--- src/rtl/multicycle_ctrl.sv ---
// Moore control FSM for a multicycle MIPS-style datapath, with a retired-instruction counter.
// All outputs decode from state, except irwrite/pcwrite in FETCH, which follow mem_ready.
module multicycle_ctrl (
    input  logic        clk,
    input  logic        rst_n,
    input  logic [5:0]  opc,
    input  logic        mem_ready,
    output logic        pcwrite,
    output logic        pcwritecond,
    output logic        iord,
    output logic        memread,
    output logic        memwrite,
    output logic        irwrite,
    output logic        memtoreg,
    output logic        regdst,
    output logic        regwrite,
    output logic        alusrca,
    output logic [1:0]  alusrcb,
    output logic [1:0]  pcsrc,
    output logic [1:0]  aluop,
    output logic        illegal,
    output logic [15:0] icount
);
    localparam logic [5:0] OP_R    = 6'b000000;
    localparam logic [5:0] OP_LW   = 6'b100011;
    localparam logic [5:0] OP_SW   = 6'b101011;
    localparam logic [5:0] OP_BEQ  = 6'b000100;
    localparam logic [5:0] OP_ADDI = 6'b001000;
    localparam logic [5:0] OP_ANDI = 6'b001100;
    localparam logic [5:0] OP_J    = 6'b000010;

    typedef enum logic [3:0] {
        S_IDLE, S_FETCH, S_DECODE, S_MEMADR, S_MEMRD, S_MEMWB, S_MEMWR,
        S_REX, S_RWB, S_BEQ, S_IEX, S_IWB, S_JMP
    } state_t;

    state_t      state_q, state_d;
    logic [15:0] icount_q, icount_d;
    logic        retire;

    always_ff @(posedge clk or negedge rst_n) begin
        if (!rst_n) begin
            state_q  <= S_IDLE;
            icount_q <= 16'h0000;
        end else begin
            state_q  <= state_d;
            icount_q <= icount_d;
        end
    end

    always_comb begin
        state_d = state_q;
        case (state_q)
            S_IDLE:   state_d = S_FETCH;
            S_FETCH:  if (mem_ready) state_d = S_DECODE;
            S_DECODE: begin
                case (opc)
                    OP_LW, OP_SW:     state_d = S_MEMADR;
                    OP_R:             state_d = S_REX;
                    OP_BEQ:           state_d = S_BEQ;
                    OP_ADDI, OP_ANDI: state_d = S_IEX;
                    OP_J:             state_d = S_JMP;
                    default:          state_d = S_FETCH;
                endcase
            end
            // opc is held from DECODE, so only lw/sw can reach here
            S_MEMADR: state_d = (opc == OP_SW) ? S_MEMWR : S_MEMRD;
            S_MEMRD:  if (mem_ready) state_d = S_MEMWB;
            S_MEMWB:  state_d = S_FETCH;
            S_MEMWR:  if (mem_ready) state_d = S_FETCH;
            S_REX:    state_d = S_RWB;
            S_RWB:    state_d = S_FETCH;
            S_BEQ:    state_d = S_FETCH;
            S_IEX:    state_d = S_IWB;
            S_IWB:    state_d = S_FETCH;
            S_JMP:    state_d = S_FETCH;
            default:  state_d = S_IDLE;
        endcase
    end

    always_comb begin
        pcwrite     = 1'b0;
        pcwritecond = 1'b0;
        iord        = 1'b0;
        memread     = 1'b0;
        memwrite    = 1'b0;
        irwrite     = 1'b0;
        memtoreg    = 1'b0;
        regdst      = 1'b0;
        regwrite    = 1'b0;
        alusrca     = 1'b0;
        alusrcb     = 2'b00;
        pcsrc       = 2'b00;
        aluop       = 2'b00;
        illegal     = 1'b0;
        case (state_q)
            S_FETCH: begin
                memread = 1'b1;
                alusrcb = 2'b01;
                irwrite = mem_ready;
                pcwrite = mem_ready;
            end
            S_DECODE: begin
                alusrcb = 2'b11;
                illegal = !(opc inside {OP_R, OP_LW, OP_SW, OP_BEQ, OP_ADDI, OP_ANDI, OP_J});
            end
            S_MEMADR: begin
                alusrca = 1'b1;
                alusrcb = 2'b10;
            end
            S_MEMRD: begin
                memread = 1'b1;
                iord    = 1'b1;
            end
            S_MEMWB: begin
                regwrite = 1'b1;
                memtoreg = 1'b1;
            end
            S_MEMWR: begin
                memwrite = 1'b1;
                iord     = 1'b1;
            end
            S_REX: begin
                alusrca = 1'b1;
                aluop   = 2'b10;
            end
            S_RWB: begin
                regwrite = 1'b1;
                regdst   = 1'b1;
            end
            S_BEQ: begin
                alusrca     = 1'b1;
                aluop       = 2'b01;
                pcsrc       = 2'b01;
                pcwritecond = 1'b1;
            end
            S_IEX: begin
                alusrca = 1'b1;
                alusrcb = 2'b10;
                aluop   = (opc == OP_ANDI) ? 2'b11 : 2'b00;
            end
            S_IWB:   regwrite = 1'b1;
            S_JMP: begin
                pcwrite = 1'b1;
                pcsrc   = 2'b10;
            end
            default: ;
        endcase
    end

    // An instruction retires on the edge that leaves its last state.
    always_comb begin
        retire = (state_q inside {S_MEMWB, S_RWB, S_BEQ, S_IWB, S_JMP}) ||
                 (state_q == S_MEMWR && mem_ready);
        icount_d = retire ? icount_q + 16'd1 : icount_q;
    end

    assign icount = icount_q;
endmodule

--- config.mk ---
export PLATFORM = sky130hd
export DESIGN_NAME = multicycle_ctrl
export DESIGN_NICKNAME = d
export VERILOG_FILES = /design/src/rtl/multicycle_ctrl.sv
export SDC_FILE = /design/constraint.sdc
export NUM_CORES = 1
export LEC_CHECK = 0
export CAP_MARGIN = 20
export CORE_ASPECT_RATIO = 0.5
export CORE_MARGIN = 4
export CORE_UTILIZATION = 50
export DETAILED_ROUTE_END_ITERATION = 8
export GPL_TIMING_DRIVEN = 0
export PLACE_DENSITY = 0.84
export SKIP_CTS_REPAIR_TIMING = 1
export SYNTH_ARGS = -nofsm -noshare
export SYNTH_HDL_FRONTEND = slang
export SYNTH_SLANG_ARGS = --single-unit
export TNS_END_PERCENT = 50
--- constraint.sdc ---
create_clock -name clk -period 2.9 [get_ports clk]
set_input_delay 0.29 -clock clk [delete_from_list [all_inputs] [get_ports clk]]
set_output_delay 0.29 -clock clk [all_outputs]
set_load 0.005 [all_outputs]
==> changes_impl.md, run 1 <==
### Implementation results

- Clock insertion delay at the later pin of the skew report: 0.25 ns
- Hold crit path type: flop to flop
- Worst Path Class, Setup: flop to output port
- Core Region: 2619 µm²
- Number of standard cells in the layout, taps in and fillers out: 230
- Area enclosed by the die boundary: 3713 µm²
- Synthesized instance count: 148
- Transition time of the tightest slew-check pin: 0.8804 ns
- Result of the run: complete, no violations
- Critical R2R Launch: state_q[3]
- Aggregate global-route resource usage: 0.1799
- Clk Tree Root Cell: clkbuf_8
- Post-CTS clock slew at the launch and capture registers of the worst setup and hold paths: 0.07 ns
- Number of buffers added on ports: 41
- Kind of end point of the critical path: output port
- Met3 capacity usage during global routing: 0.03785
- Least setup slack across all paths after layout: 0.4119 ns
- Sw power: 0.5870 mW
- Count of distinct cell types in the synthesized netlist: 43
- Final count of negative-setup-slack endpoints: 0
- Number of diodes: 0
- Peak ir drop on the vdd network: 0.4757 mV
- Period minus WS final: 2.488 ns
- Total area of multi-input combinational cells: 805.8 µm²
- Synth top area cells: dfrtp_1 36%, xor2_1 9.5%, nor4_2 4.5%
- #FFs+latches synth: 20
- Maximum frequency from static timing analysis: 0.4019 GHz
- Remaining number of nets flagged by the antenna check after routing: 0
- Area of the synthesized netlist per yosys stat: 1379 µm²
- Total of warnings raised by yosys: 0
- Fraction of final layout cells sized beyond drive strength 1: 0.1192
- Part of the total power dissipated in the clock network: 0.139
- Count of final max-slew check failures: 0
- Final standard cell utilization of the core: 0.7219
- Sink count of the clock tree: 20
- Power density normalized to cell area: 789.9 nW/µm²
- Largest net degree at the start of global routing: 21
- Data arrival time of the worst path: 2.20 ns
- Vias in the first global route: 1,225
- Routing usage on met2: 0.3280
-- run 1: cells by family (layout without fill, tap and decap cells) --
group | count (synthesis) | after routing | synth area share
AOI/OAI and AO/OA | 22 | 22 | 0.1134
DFF | 20 | 20 | 0.3630
and+or+nand+nor | 75 | 75 | 0.3367
adders and majority gates | 1 | 1 | 0.009073
muxes | 3 | 3 | 0.02359
buffers and inverters | 11 | 56 | 0.05262
xor gates and xnor gates | 16 | 16 | 0.1016
-- run 1: state kept, by name (all words and copies together), names as in the netlist --
name     flops
state_q      4
icount      16
-- run 1: power groups by stage --
stage | Combinational (mW) | Sequential [mW] | Clock, mW
detailed placement | 0.844 | 0.445 | 0
finish | 0.844 | 0.442 | 0.207
floorplan | 0.498 | 0.433 | 0
CTS | 0.848 | 0.441 | 0.214
global route | 0.919 | 0.453 | 0.224
global placement | 0.829 | 0.443 | 0
-- run 1: worst max-delay path, cell delays in order (launching register included) --
cell and delay (ns):
dfrtp_1 0.34, clkbuf_1 0.34, clkbuf_1 0.37, nand2_1 0.15
o22ai_1 0.20, clkdlybuf4s50_1 0.53
-- run 1: metal layers --
metal | share of wire | wire, µm
met1 | 0.46 | 1430
met2 | 0.48 | 1467
met3 | 0.056 | 173
met4 | 0.0055 | 17
met5 | 0 | 0
-- run 1: how the worst max path moves through the flow --
stage                     startpoint    endpoint  cells past startpoint
after CTS                 state_q[1]     alusrca                      5
after global routing      state_q[1]     alusrca                      5
after floorplan           state_q[3]  icount[12]                      6
final                     state_q[1]     alusrca                      5
after global placement        opc[0]    aluop[1]                      6
after detailed placement      opc[0]    aluop[1]                      6
-- run 1: through the flow --
stage	hold slack (ns)	area (µm²)
CTS	0.4699	1891
finish	0.4668	1891
global placement	0.4538	1836
global route	0.4984	1891
detailed placement	0.4605	1836
floorplan	-0.005591	1379
-- run 1: cell type report --
class,count,area share
Sequential cell,20,0.2647
Tap cell,37,0.02449
Inverter,2,0.003971
Clock buffer,4,0.02912
Buffer,9,0.03441
Multi-Input combinational cell,117,0.4262
Timing Repair Buffer,41,0.2171
-- run 1: placed cells by master, fill, tap and decap left out, drive strengths merged, types with 7 or more instances in the layout --
| cell | synthesis | layout |
|---|---|---|
| nor3 | 8 | 8 |
| dfrtp | 20 | 20 |
| xor2 | 15 | 15 |
| clkdlybuf4s50 | 0 | 41 |
| nor4 | 7 | 7 |
| nand2 | 16 | 16 |
| clkbuf | 3 | 7 |
| nor2 | 13 | 13 |
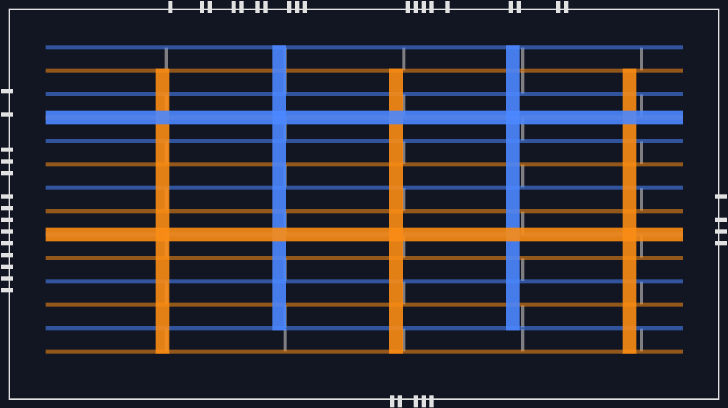
Fig. 1. Floorplan with the power grid (run 1).
Pins as bars on the die edge. Tap cells in grey.
Key: blue = VDD; orange = VSS
The core has 13 rows. 14 met1 rails follow the rows. 37 tap cells.

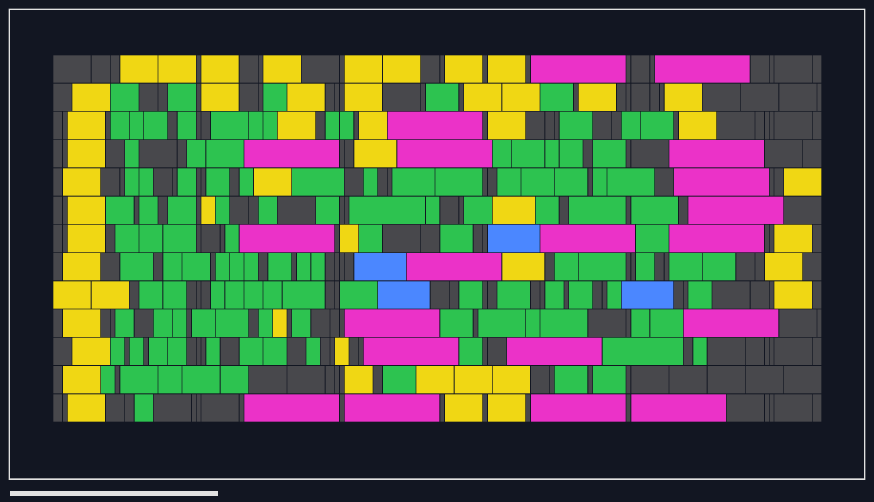
Fig. 2. Cells coloured by class (run 1).
The bar under the picture is 20 µm long. Fill, decap, tap and diode cells in grey.
Key: yellow = other buffers and delay cells [cells 50, share of their area 26%]; magenta = flops [cells 20, share of their area 27%]; blue = clock drivers and dummy loads [cells 4, share of their area 3.0%]; green = combinational and other logic [cells 119, share of their area 44%]

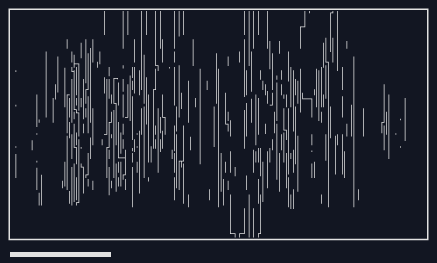
Fig. 3. The metal 2 layer (run 1).
The bar under the picture is 20 µm long.
The longest straight run is 29.6 µm. 178 nets have wire on it. The layer carries 1,470 µm of wire. The layer holds 48% of the routed length.

==> inputs of run 2 (changes only) <==
==> constraint.sdc (replaced) <==
create_clock -name clk -period 2.9 [get_ports clk]
set_input_delay 0.29 -clock clk [delete_from_list [all_inputs] [get_ports clk]]
set_output_delay 0.29 -clock clk [all_outputs]
set_load 0.05 [all_outputs]
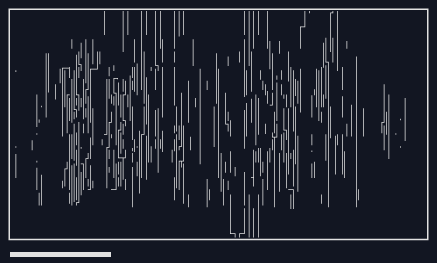
Fig. 4. The metal 2 layer (run 2).
The bar under the picture is 20 µm long.
178 nets have wire on it. The layer carries 1,480 µm of wire. The layer holds 48% of the routed length.

==> run 2 against run 1 <==
Clock power about the same; die area unchanged; critical path type is now input port to output port; highest routed layer unchanged; via count is essentially flat; sequential cell count unchanged; largest cell class unchanged.
==> changes_impl.md, run 2 <==
### Implementation results

- Number of buffer and inverter instances along the worst setup path: 2 (was 3)
- Final count of negative-setup-slack endpoints: 0 (unchanged)
- Layout area overhead: 37.66% (was 37.11%)
- Aggregate global-route resource usage: 0.1799 (unchanged)
- Number of standard cells in the layout, taps in and fillers out: 230 (unchanged)
- Synthesized instance count: 148 (unchanged)
- Part of the total power dissipated in the clock network: 0.108 (was 0.139)
- CP max stage cell: clkdlybuf4s50_1 (unchanged)
- Maximum frequency from static timing analysis: 0.3630 GHz (was 0.4019 GHz)
- Period minus WS final: 2.755 ns (was 2.488 ns)
- Number of diodes: 0 (unchanged)
- Number of enable-type register cells in the synthesized netlist: 0 (unchanged)
- #FFs+latches synth: 20 (unchanged)
- Count of distinct cell types in the synthesized netlist: 43 (unchanged)
- Sw power: 0.9978 mW (was 0.5870 mW)
- Top logic cell by instance count in the layout: clkdlybuf4s50_1 (unchanged)
- Critical Path Most Common Cell: clkdlybuf4s50_1 (was clkbuf_1)
- Total negative slack: 0 ns (unchanged)
- Area of the synthesized netlist per yosys stat: 1379 µm² (unchanged)
- Synth top area cells: dfrtp_1 36%, xor2_1 9.5%, nor4_2 4.5% (unchanged)
- Most common logic cells in the final layout: 38 x clkdlybuf4s50_1, 20 x dfrtp_1, 16 x nand2_1, 15 x xor2_1, 13 x nor2_1 (was 41 x clkdlybuf4s50_1, 20 x dfrtp_1, 16 x nand2_1, 15 x xor2_1, 13 x nor2_1)
- Leakage power summed over all cells: 0.7658 nW (was 0.7222 nW)
- Core Region: 2619 µm² (unchanged)
- Critical path, cell by cell: clkdlybuf4s50_1 > nor3_1 > and4_1 > nand2b_1 > a21boi_0 > clkdlybuf4s50_1 (was clkbuf_1 > clkbuf_1 > nand2_1 > o22ai_1 > clkdlybuf4s50_1)
- Kind of end point of the critical path: output port (unchanged)
- Count of final max-slew check failures: 0 (unchanged)
- Area enclosed by the die boundary: 3713 µm² (unchanged)
- Vias in the first global route: 1,225 (unchanged)
- Maximum clock insertion buffer count: 2 (unchanged)
- Internal Power: 0.9049 mW (was 0.9063 mW)
- Number of buffers added on ports: 41 (unchanged)
- Data arrival time of the worst path: 2.46 ns (was 2.20 ns)
- Sequential cell area fraction in the yosys report: 0.3630 (unchanged)
- Largest net degree at the start of global routing: 21 (unchanged)
- Biggest cell delay along the critical path: 0.83 ns (was 0.53 ns)
- Fraction of final layout cells sized beyond drive strength 1: 0.1192 (unchanged)
- Hold crit path type: flop to flop (unchanged)
- Synth Cell Area: 1379 µm² (unchanged)
- Transition time of the tightest slew-check pin: 0.8766 ns (was 0.8804 ns)
- Clock insertion delay at the later pin of the skew report: 0.25 ns (about the same)
- I/O pins: 42 (unchanged)
- H-Tree Depth: 1 (unchanged)
- Gate family responsible for the most delay along the worst path: buffers and inverters (unchanged)
- Clk Tree Root Cell: clkbuf_8 (unchanged)
- DP Wirelength: 2374 µm (unchanged)
- Num CTS Buffers: 3 (unchanged)
- OpenROAD warning count: 26 (unchanged)
- Power density normalized to cell area: 1002 nW/µm² (was 789.9 nW/µm²)
- Worst Path Class, Setup: input port to output port (was flop to output port)
- Number of flip-flops in the largest register: 16 (unchanged)
- Sink count of the clock tree: 20 (unchanged)
- Remaining number of nets flagged by the antenna check after routing: 0 (unchanged)
- Post-CTS clock slew at the launch and capture registers of the worst setup and hold paths: 0.07 ns (about the same)
- Total of warnings raised by yosys: 0 (unchanged)
- Result of the run: complete, no violations (unchanged)
- Peak ir drop on the vdd network: 0.6460 mV (was 0.4757 mV)
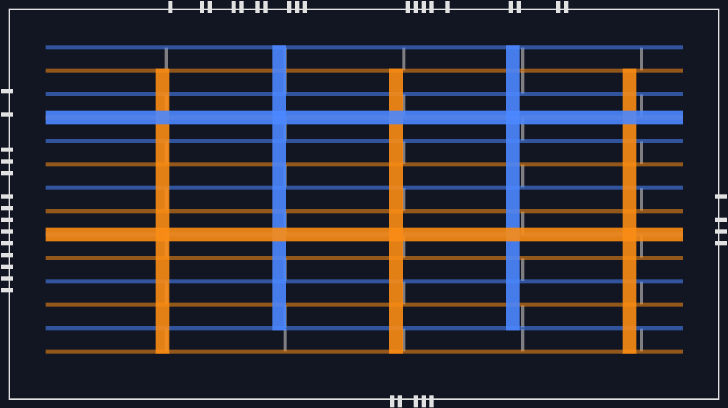
Fig. 5. Floorplan with the power grid (run 2).
Pins as bars on the die edge. Tap cells in grey.
Key: orange = VSS; blue = VDD
2 straps on met5. 5 straps on met4. 42 signal pins sit on the boundary.

-- run 2: cell count changes in the layout (fill, tap and decap cells not counted), sizes merged --
cell           change
dlymetal6s2s       +3
clkdlybuf4s50      -3
-- run 2: logic make-up (layout without fill, tap and decap cells) --
family                     count (synthesis)  after routing  share of synthesized area
and+or+nand+nor                           75             75                     0.3367
buffers and inverters                     11             56                    0.05262
xor gates and xnor gates                  16             16                     0.1016
adders and majority gates                  1              1                   0.009073
DFF                                       20             20                     0.3630
muxes                                      3              3                    0.02359
AOI/OAI and AO/OA                         22             22                     0.1134
-- run 2: stage by stage --
step                setup slack, ns  total power, mW  utilization  hold WS, ns  cell area, µm²
finish                       0.1451            1.903       0.7248       0.4673            1898
global route                0.01721            2.004       0.7248       0.4984            1898
CTS                         0.09557            1.915       0.7219       0.4699            1891
detailed placement           0.1472            1.701       0.7009       0.4605            1836
global placement             0.1450            1.684       0.7009       0.4538            1836
floorplan                    0.2633            1.338            -    -0.005591            1379
-- run 2: path summary, 6_finish.rpt --
check / start / endpoint / slack [ns] / cells after the start
setup / recovery: opc[0] / aluop[1] / 0.15 / 6
hold / removal: icount[15] / icount[15] / 0.47 / 1
setup reg to reg: state_q[3] / icount[14] / 1.20 / 6
hold reg to reg: icount[15] / icount[15] / 0.47 / 1
max in group asynchronous: rst_n / icount[1] / 1.83 / 1
min in group asynchronous: rst_n / icount[6] / 0.53 / 1
-- run 2: layer usage --
metal	part of all wire	track usage	up-vias
li1	-	-	627
met1	0.47	0.2222	601
met2	0.48	0.3280	29
met3	0.049	0.03785	2
met4	0.0055	0.03642	0
met5	0	0	-
-- run 2: area by class of cell --
type / count / area (µm²)
Sequential cell: 20 / 500.5
Inverter: 2 / 7.507
Multi-Input combinational cell: 117 / 805.8
Buffer: 9 / 65.06
Clock buffer: 4 / 55.05
Tap cell: 37 / 46.29
Fill cell: 193 / 720.7
Timing Repair Buffer: 41 / 417.9
-- run 2: power groups by stage --
| stage | clock, mW | combinational (mW) | sequential [mW] |
|---|---|---|---|
| 2_1_floorplan | 0 | 0.731 | 0.608 |
| 3_3_place_gp | 0 | 1.24 | 0.443 |
| 3_5_place_dp | 0 | 1.26 | 0.445 |
| 4_1_cts | 0.214 | 1.26 | 0.441 |
| 5_1_grt | 0.224 | 1.33 | 0.453 |
| 6_report | 0.206 | 1.25 | 0.442 |
==> inputs of run 3 (changes only) <==
--- a/config.mk
+++ b/config.mk
@@ -11,7 +11,7 @@
 export CORE_UTILIZATION = 50
 export DETAILED_ROUTE_END_ITERATION = 8
 export GPL_TIMING_DRIVEN = 0
-export PLACE_DENSITY = 0.84
+export PLACE_DENSITY = 0.95
 export SKIP_CTS_REPAIR_TIMING = 1
 export SYNTH_ARGS = -nofsm -noshare
 export SYNTH_HDL_FRONTEND = slang
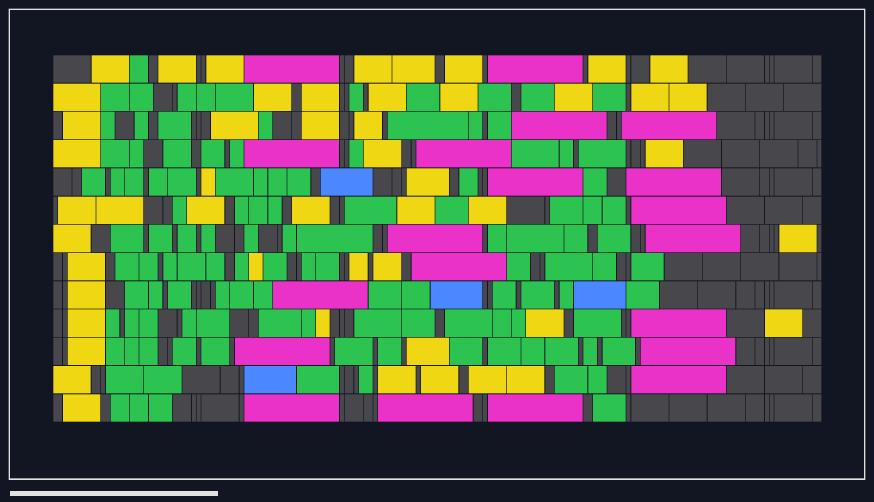
Fig. 6. Cells coloured by class (run 3).
The bar under the picture is 20 µm long. Fill, decap, tap and diode cells in grey.
Key: magenta = flops [cells 20, share of their area 27%]; yellow = other buffers and delay cells [cells 50, share of their area 26%]; blue = clock drivers and dummy loads [cells 4, share of their area 3.0%]; green = combinational and other logic [cells 119, share of their area 44%]
# rows: 13
sequential share of cell area: 0.2633
final standard cell utilization of the core: 0.7258

==> run 3 against run 2 <==
Wire length grew 7.0%; die area unchanged; utilization increased by 0.096 points; critical endpoint is now aluop[0]; cell count unchanged; maximum frequency rose by 0.53%; clock-buffer cell count unchanged; synthesized area did not move; highest routed layer unchanged; synthesized cell count unchanged; clock power rose by 2%; via count rose by 2.1%; sequential share of layout area about the same; combinational power hardly changed.
==> changes_impl.md, run 3 <==
### Implementation results

- Kind of end point of the critical path: output port (unchanged)
- Layout area overhead: 37.84% (was 37.66%)
- Horiz. Die Dim: 82.27 µm (unchanged)
- Count of final max-slew check failures: 0 (unchanged)
- Clk Tree Root Cell: clkbuf_8 (unchanged)
- Number of enable-type register cells in the synthesized netlist: 0 (unchanged)
- Gate family responsible for the most delay along the worst path: buffers and inverters (unchanged)
- Most common logic cells in the final layout: 37 x clkdlybuf4s50_1, 20 x dfrtp_1, 16 x nand2_1, 15 x xor2_1, 13 x nor2_1 (was 38 x clkdlybuf4s50_1, 20 x dfrtp_1, 16 x nand2_1, 15 x xor2_1, 13 x nor2_1)
- Transition time of the tightest slew-check pin: 0.8967 ns (was 0.8766 ns)
- Number of diodes: 0 (unchanged)
- Hold crit path type: flop to flop (unchanged)
- Max_cap viols: 0 (unchanged)
- NumNets Final: 204 (unchanged)
- Post-Syn Area per Cell: 9.316 µm² (unchanged)
- CP max stage cell: clkdlybuf4s50_1 (unchanged)
- Total power: 1.921 mW (was 1.903 mW)
- Synthesized instance count: 148 (unchanged)
- Remaining number of nets flagged by the antenna check after routing: 0 (unchanged)
- Critical R2R Launch: state_q[3] (unchanged)
- Fraction of synthesized area in multiplexers: 0.02359 (unchanged)
- Met1 usage in global routing: 0.2357 (was 0.2222)
- WHS Path Cells: 1 (unchanged)
- Final count of negative-setup-slack endpoints: 0 (unchanged)
- Endpoint, Worst Hold: icount[15] (unchanged)
- Predominant post-synthesis flop cell: dfrtp_1 (unchanged)
- Sequential cell area fraction in the yosys report: 0.3630 (unchanged)
- Critical Path Most Common Cell: clkdlybuf4s50_1 (unchanged)
- Worst setup slack before clock tree synthesis: 0.1581 ns (was 0.1472 ns)
- Vias in the first global route: 1,287 (was 1,225)
- Synth top area cells: dfrtp_1 36%, xor2_1 9.5%, nor4_2 4.5% (unchanged)
- Top logic cell by instance count in the layout: clkdlybuf4s50_1 (unchanged)
- Worst reg2reg setup slack: 1.19 ns (was 1.20 ns)
- #FFs+latches synth: 20 (unchanged)
- Least setup slack across all paths after layout: 0.1597 ns (was 0.1451 ns)
- And+or+nand+nor area frac: 0.3367 (unchanged)
- Post-CTS clock slew at the launch and capture registers of the worst setup and hold paths: 0.07 ns (about the same)
- Area fraction in xor and xnor cells: 0.1016 (unchanged)
- R2R depth: 6 (unchanged)
- Fraction of final layout cells sized beyond drive strength 1: 0.1192 (unchanged)
- Area of the synthesized netlist per yosys stat: 1379 µm² (unchanged)
- Worst min-delay path startpoint: icount[15] (unchanged)
- Top logic family: simple AND/OR/NAND/NOR gates (unchanged)
- Clock insertion delay at the later pin of the skew report: 0.26 ns (was 0.25 ns)
- Peak ir drop on the vdd network: 0.5345 mV (was 0.6460 mV)
- Critical path, cell by cell: clkdlybuf4s50_1 > nor3_1 > and4_1 > nand2_1 > a21oi_1 > clkdlybuf4s50_1 (was clkdlybuf4s50_1 > nor3_1 > and4_1 > nand2b_1 > a21boi_0 > clkdlybuf4s50_1)
- Power density normalized to cell area: 1011 nW/µm² (was 1002 nW/µm²)
- Largest net degree at the start of global routing: 21 (unchanged)
- H-Tree Depth: 1 (unchanged)
- Sink count of the clock tree: 20 (unchanged)
- Met3 capacity usage during global routing: 0.03785 (unchanged)
- Post-synthesis adder-cell area fraction: 0.009074 (unchanged)
- Maximum frequency from static timing analysis: 0.3649 GHz (was 0.3630 GHz)
- Area enclosed by the die boundary: 3713 µm² (unchanged)
- Aggregate global-route resource usage: 0.1984 (was 0.1799)
- Number of buffer and inverter instances along the worst setup path: 2 (unchanged)
- Number of flip-flops in the largest register: 16 (unchanged)
- Period minus WS final: 2.740 ns (was 2.755 ns)
- OpenROAD warning count: 26 (unchanged)
- Total of warnings raised by yosys: 0 (unchanged)
- Total negative slack: 0 ns (unchanged)
- DP Wirelength: 2552 µm (was 2374 µm)
- Result of the run: complete, no violations (unchanged)
- Num CTS Buffers: 3 (unchanged)
- Worst Path Class, Setup: input port to output port (unchanged)
- Maximum clock insertion buffer count: 2 (unchanged)
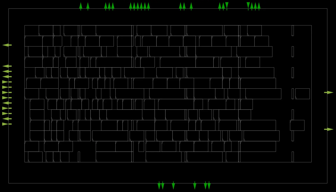
Fig. 7. Placement view (run 3).
Core Region: 2619 µm²
tap cell count: 37
# fillers: 192
number of standard cells in the layout, taps in and fillers out: 230

==> run 3: worst max path at each step <==
stage / cells past startpoint / slack [ns] / start / end
CTS: 5 / 0.11 / state_q[1] / regwrite
global placement: 6 / 0.15 / opc[0] / aluop[1]
global route: 6 / 0.03 / opc[0] / aluop[0]
finish: 6 / 0.16 / opc[0] / aluop[0]
detailed placement: 6 / 0.16 / opc[0] / aluop[0]
floorplan: 4 / 0.26 / state_q[1] / regwrite
==> run 3: metrics by stage <==
step | util | hold WS [ns] | instance area [µm²]
5_1_grt | 0.7258 | 0.5158 | 1901
3_5_place_dp | 0.7009 | 0.4679 | 1836
3_3_place_gp | 0.7009 | 0.4608 | 1836
6_report | 0.7258 | 0.4660 | 1901
2_1_floorplan | - | -0.005591 | 1379
4_1_cts | 0.7219 | 0.4773 | 1891
==> run 3: report_power, final <==
part	switching [mW]	internal, mW	total [mW]
Sequential	0.0928	0.352	0.444
Clock	0.0887	0.121	0.210
Combinational	0.834	0.434	1.27
==> run 3: cell families (layout without fill, tap and decap cells) <==
logic type      count (synthesis)  count (layout)
buf+inv                        11              56
fa+ha+maj                       1               1
xor+xnor                       16              16
flops                          20              20
simple gates                   75              75
mux                             3               3
compound gates                 22              22
==> run 3: layout make-up <==
class                           instances  area [µm²]
Sequential cell                        20       500.5
Fill cell                             192       718.2
Clock buffer                            4       55.05
Buffer                                  9       65.06
Inverter                                2       7.507
Multi-Input combinational cell        117       805.8
Timing Repair Buffer                   41       420.4
Tap cell                               37       46.29
==> run 3: per-layer routing <==
metal	vias to the layer above	wire length, µm
met5	-	0
met4	0	27
met3	4	156
met2	33	1727
met1	627	1409
li1	621	-
==> run 3: worst register-to-register path, stage by stage, from the launching register on <==
cell and delay, ns:
dfrtp_1 0.38, buf_6 0.14, nand2b_4 0.18, o211a_2 0.31, buf_6 0.17, nor4_2 0.29
xor2_1 0.17

## Gallery

Clock wires, drivers and flops.
shot_01.png
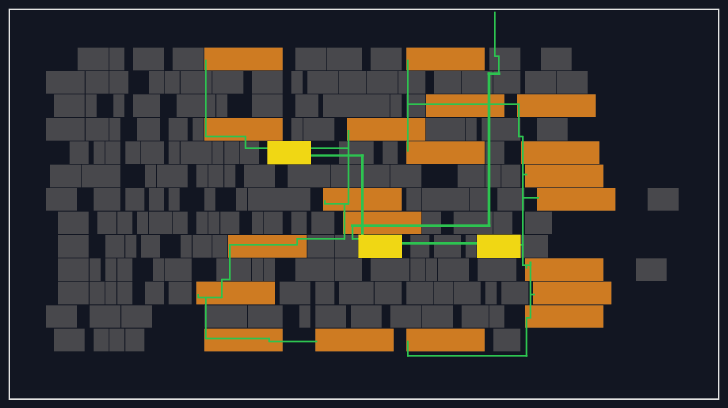
shot_02.png
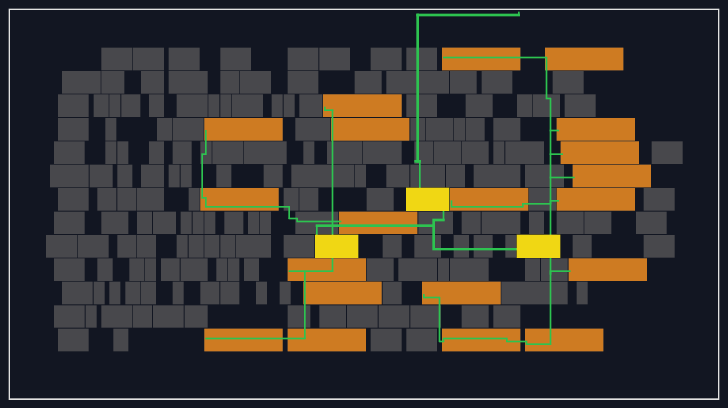
run 3 -> shot_01.png
run 2 -> shot_02.png

Key to shot_01.png:
Key: orange = flip-flops [count 20]; green = clock wires [length 249 µm]; yellow = clock drivers [count 3]
There are 4 routed clock nets.

Power figures rest on the tool's default switching activity, not on a simulated workload.
